===== src/rtl/fp_mul_pkg.sv =====
// rtl/fp_mul_pkg.sv - shared constants and FSM state type for the binary32 multiplier path
package fp_mul_pkg;

   localparam int EXP_W   = 8;
   localparam int MAN_W   = 23;
   localparam int PROD_W  = 48;
   localparam int BIAS    = 127;
   localparam int EXP_MAX = 255;
   localparam logic [31:0] QNAN = 32'h7FC00000;

   typedef enum logic [1:0] {
      IDLE  = 2'd0,
      NORM  = 2'd1,
      ROUND = 2'd2,
      PACK  = 2'd3
   } state_t;

endpackage


===== src/rtl/fp_round_rne.sv =====
// rtl/fp_round_rne.sv - round-to-nearest-even increment of a fraction given guard and sticky
module fp_round_rne #(
   parameter int MAN_W = 23
) (
   input  logic [MAN_W-1:0] frac_i,
   input  logic             guard_i,
   input  logic             sticky_i,
   output logic [MAN_W-1:0] frac_o,
   output logic             carry_o
);

   logic inc;

   // Exact ties go up only when that makes the LSB even.
   assign inc = guard_i & (sticky_i | frac_i[0]);
   assign {carry_o, frac_o} = {1'b0, frac_i} + (MAN_W+1)'(inc);

endmodule


===== src/rtl/fp_norm_round_pack.sv =====
// rtl/fp_norm_round_pack.sv - normalize, round (RNE) and pack a mantissa product into binary32
module fp_norm_round_pack #(
   parameter int EXP_W = 8,
   parameter int MAN_W = 23,
   parameter int BIAS  = 127
) (
   input  logic                     CLK,
   input  logic                     Reset,
   input  logic                     Start,
   input  logic [2*(MAN_W+1)-1:0]   Product_in,
   input  logic                     Sign_a,
   input  logic                     Sign_b,
   input  logic [EXP_W-1:0]         Exp_a,
   input  logic [EXP_W-1:0]         Exp_b,
   output logic [EXP_W+MAN_W:0]     Out_F,
   output logic                     DoneO,
   output logic                     Busy,
   output logic                     Overflow,
   output logic                     Underflow
);

   import fp_mul_pkg::*;

   localparam int PW = 2*(MAN_W+1);
   localparam int EW = EXP_W+2;
   localparam int GI = PW-3-MAN_W;
   localparam logic [EXP_W-1:0] EMAX = '1;

   state_t                 state_q, state_d;
   logic [PW-1:0]          prod_q, prod_d;
   logic                   sign_q, sign_d;
   logic [EXP_W-1:0]       exp_a_q, exp_a_d, exp_b_q, exp_b_d;
   logic [EW-1:0]          exp_q, exp_d;
   logic [MAN_W-1:0]       frac_q, frac_d;
   logic                   g_q, g_d, s_q, s_d;
   logic [EXP_W+MAN_W:0]   out_q, out_d;
   logic                   done_q, done_d, ovf_q, ovf_d, unf_q, unf_d;

   logic [PW-1:0]          p_norm;
   logic [EW-1:0]          e_base;
   logic [MAN_W-1:0]       frac_rnd;
   logic                   rnd_carry;
   logic                   a_inf, b_inf, a_zero, b_zero;

   fp_round_rne #(.MAN_W(MAN_W)) u_round (
      .frac_i   (frac_q),
      .guard_i  (g_q),
      .sticky_i (s_q),
      .frac_o   (frac_rnd),
      .carry_o  (rnd_carry)
   );

   // Leading one ends up at bit PW-2; E is kept two bits wider so it can go negative.
   assign p_norm = prod_q[PW-1] ? (prod_q >> 1) : prod_q;
   assign e_base = {2'b00, exp_a_q} + {2'b00, exp_b_q} - EW'(BIAS);
   assign a_inf  = (exp_a_q == EMAX);
   assign b_inf  = (exp_b_q == EMAX);
   assign a_zero = (exp_a_q == '0);
   assign b_zero = (exp_b_q == '0);

   always_comb begin
      state_d = state_q;
      prod_d  = prod_q;
      sign_d  = sign_q;
      exp_a_d = exp_a_q;
      exp_b_d = exp_b_q;
      exp_d   = exp_q;
      frac_d  = frac_q;
      g_d     = g_q;
      s_d     = s_q;
      out_d   = out_q;
      done_d  = 1'b0;
      ovf_d   = 1'b0;
      unf_d   = 1'b0;
      case (state_q)
         IDLE: begin
            if (Start) begin
               prod_d  = Product_in;
               sign_d  = Sign_a ^ Sign_b;
               exp_a_d = Exp_a;
               exp_b_d = Exp_b;
               state_d = NORM;
            end
         end
         NORM: begin
            exp_d   = e_base + EW'(prod_q[PW-1]);
            frac_d  = p_norm[PW-3 -: MAN_W];
            g_d     = p_norm[GI];
            s_d     = |p_norm[GI-1:0];
            state_d = ROUND;
         end
         ROUND: begin
            frac_d  = frac_rnd;
            exp_d   = exp_q + EW'(rnd_carry);
            state_d = PACK;
         end
         PACK: begin
            done_d = 1'b1;
            if ((a_inf && b_zero) || (b_inf && a_zero)) begin
               out_d = {1'b0, EMAX, 1'b1, (MAN_W-1)'(0)};
            end else if (a_inf || b_inf) begin
               out_d = {sign_q, EMAX, MAN_W'(0)};
            end else if (a_zero || b_zero) begin
               out_d = {sign_q, (EXP_W+MAN_W)'(0)};
            end else if ($signed(exp_q) >= $signed({2'b00, EMAX})) begin
               out_d = {sign_q, EMAX, MAN_W'(0)};
               ovf_d = 1'b1;
            end else if ($signed(exp_q) <= $signed(EW'(0))) begin
               out_d = {sign_q, (EXP_W+MAN_W)'(0)};
               unf_d = 1'b1;
            end else begin
               out_d = {sign_q, exp_q[EXP_W-1:0], frac_q};
            end
            state_d = IDLE;
         end
         default: state_d = IDLE;
      endcase
   end

   always_ff @(posedge CLK) begin
      if (Reset) begin
         state_q <= IDLE;
         prod_q  <= '0;
         sign_q  <= 1'b0;
         exp_a_q <= '0;
         exp_b_q <= '0;
         exp_q   <= '0;
         frac_q  <= '0;
         g_q     <= 1'b0;
         s_q     <= 1'b0;
         out_q   <= '0;
         done_q  <= 1'b0;
         ovf_q   <= 1'b0;
         unf_q   <= 1'b0;
      end else begin
         state_q <= state_d;
         prod_q  <= prod_d;
         sign_q  <= sign_d;
         exp_a_q <= exp_a_d;
         exp_b_q <= exp_b_d;
         exp_q   <= exp_d;
         frac_q  <= frac_d;
         g_q     <= g_d;
         s_q     <= s_d;
         out_q   <= out_d;
         done_q  <= done_d;
         ovf_q   <= ovf_d;
         unf_q   <= unf_d;
      end
   end

   assign Out_F     = out_q;
   assign DoneO     = done_q;
   assign Overflow  = ovf_q;
   assign Underflow = unf_q;
   assign Busy      = (state_q != IDLE);

endmodule


===== config.mk =====
export PLATFORM = sky130hd
export DESIGN_NAME = fp_norm_round_pack
export DESIGN_NICKNAME = d
export VERILOG_FILES = /design/src/rtl/fp_mul_pkg.sv /design/src/rtl/fp_round_rne.sv /design/src/rtl/fp_norm_round_pack.sv
export SDC_FILE = /design/constraint.sdc
export NUM_CORES = 1
export LEC_CHECK = 0
export CORE_ASPECT_RATIO = 0.5
export CORE_MARGIN = 5
export CORE_UTILIZATION = 50
export DETAILED_ROUTE_END_ITERATION = 7
export GPL_ROUTABILITY_DRIVEN = 0
export PLACE_DENSITY = 0.84
export SYNTH_ARGS = -nofsm -noshare
export SYNTH_HDL_FRONTEND = slang
export SYNTH_SLANG_ARGS = --single-unit

===== constraint.sdc =====
create_clock -name CLK -period 3.4 [get_ports CLK]
set_input_delay 0.68 -clock CLK [delete_from_list [all_inputs] [get_ports CLK]]
set_output_delay 0.68 -clock CLK [all_outputs]
set_load 0.005 [all_outputs]

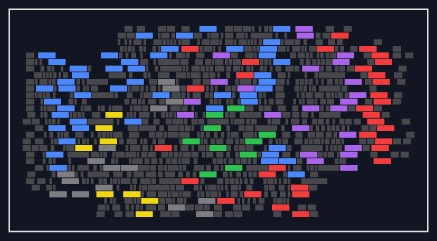
**Above:** register map, names as in the netlist.
Other sequential cells in the stronger gray, the rest of the logic in the fainter gray.
signal	color	placed flops
prod_q	blue	48
exp_b_q	yellow	8
frac_q	purple	23
exp_q	green	10
Out_F	red	32

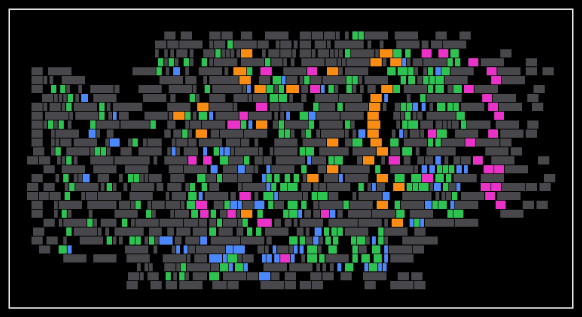
**Above:** logic cells by family.
family	color	cells	most used
multiplexers	orange	30	mux2i_1
inverting AOI/OAI gates	green	194	a21oi_1
AND-OR and OR-AND gates	magenta	36	a22o_1
NOR gates	blue	79	nor2_1

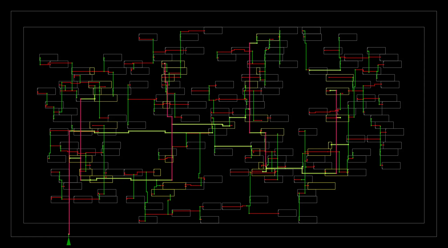
**Above:** clock nets.
Num Clock Sinks: 137
P_clk: 1920 uW
registers: 137

==> results.json <==
{
  "numCtsBuffers": 17,
  "vias_per_cell": 5.79,
  "fin_worst_skew_ns": 0.00981,
  "synth_flops": 137,
  "grt_util_met1_pct": 30.1,
  "p_leak_uw": 0.00308,
  "holdPathStages": 2,
  "p_comb_share_pct": 34.3,
  "ys_seq_share_pct": 42.0,
  "cp.required_ns": 3.71,
  "whs_endpoint": "prod_q[4]",
  "status": "finished clean",
  "rr_endpoint": "exp_q[8]",
  "top_area_cell": "dfxtp_1",
  "dr_wl_met3_um": 1430,
  "row_count": 29,
  "hold_path_class": "reg -> reg",
  "end_kind": "flip-flop",
  "internal_power_uw": 3940,
  "grt_pass1_vias": 5816,
  "power_density_mw_per_mm2": 752,
  "drtAntennaViolNets": 0,
  "layout.nets": 972,
  "warnings": 30,
  "avgSynthCellArea_sq_um": 8.21,
  "top_cells_by_area": "dfxtp_1 (42%), nand2_1 (9.3%), a21oi_1 (7.7%), ha_1 (4.8%), mux2i_1 (4.0%)",
  "path_buffers": 0,
  "critical-path-max-stage-delay_ns": 0.38,
  "grt_pass1_wl_um": 28200,
  "synth_stat.cells": 794,
  "area_dominant_class": "multi-input combinational cells",
  "clk_latency_ns": 0.42,
  "seq_area_sq_mm": 0.00274,
  "route.met2.wl_um": 7820,
  "crit_chain": "o21a_1 -> ha_1 -> and4_1 -> and3_1 -> and4_1 -> ha_1 -> ha_1 -> and4_1 -> a311oi_1 -> a31oi_1 -> o32a_1 -> nand2_1",
  "die_width_um": 172,
  "grtUsageTotal_pct": 22.2,
  "seqPwrFrac_pct": 34.8,
  "ys_top_cells_by_count": "nand2_1 (161), dfxtp_1 (137), a21oi_1 (100)",
  "worst-path-max-fanout": 6,
  "bufAreaShareNonClock_pct": 13.7,
  "grt_setup_unrepaired": "no",
  "max_cap_viol_count": 0,
  "grtUsageMet2_pct": 34.3,
  "routed_wl_um": 17500,
  "worstSetupPathType": "reg -> reg",
  "finalHoldViolCount": 0,
  "crit_family": "simple AND/OR/NAND/NOR gates",
  "drtIter0Drc": 644,
  "crit_start": "frac_q[0]",
  "fa_ha_area_share_pct": 5.10,
  "top_register": "prod_q",
  "inverters": 21,
  "ys_sh_xor_pct": 0.403,
  "ir_drop_v": 0.000581,
  "clockBufferDepth": 2,
  "clockRootBuffer": "clkbuf_16",
  "ff_type": "dfxtp_1",
  "maxSlewViolCount": 0,
  "clk_share_pct": 7.44,
  "synth.area.mux_share_pct": 4.68,
  "cts_tree": "yes",
  "diodes": 0,
  "seq-power_uw": 2160,
  "ys_area_sq_mm": 0.00652,
  "worst-slew-pin-transition_ns": 0.646,
  "synthCells": 794,
  "portBuffers": 104,
  "yosys_warnings": 0,
  "cpMaxStageDelayCell": "dfxtp_1",
  "syn_area_sq_mm": 0.00652,
  "fp_util_pct": 51.2
}
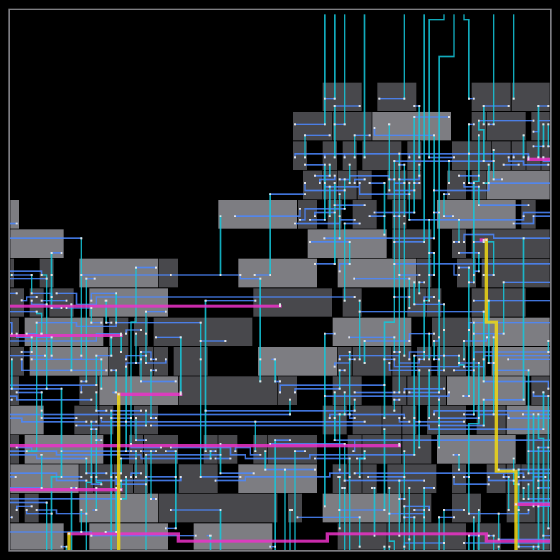
**Above:** close-up of the layout.
Window x 18 to 68, y 41 to 91 um. Cells in gray, sequential cells in the stronger gray; small squares are vias.
layer	color
met2	cyan
met1	blue
met3	magenta
met4	yellow
cells with their middle in the window	140
most frequent	nand2_1 (35), dfxtp_1 (28), a21oi_1 (20)
sequential cells in the window	28
netlist names of flops here include	prod_q (22), exp_b_q (2), state_q (2)

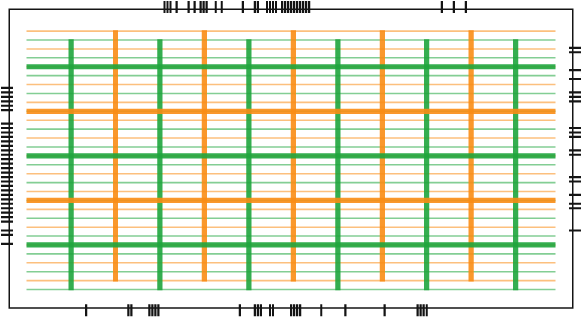
**Above:** supply network.
Pins as bars on the die edge.
net	color
VDD	orange
VSS	green
met5 straps	5
met4 straps	11
rows	29

Power figures rest on the tool's default switching activity, not on a simulated workload.
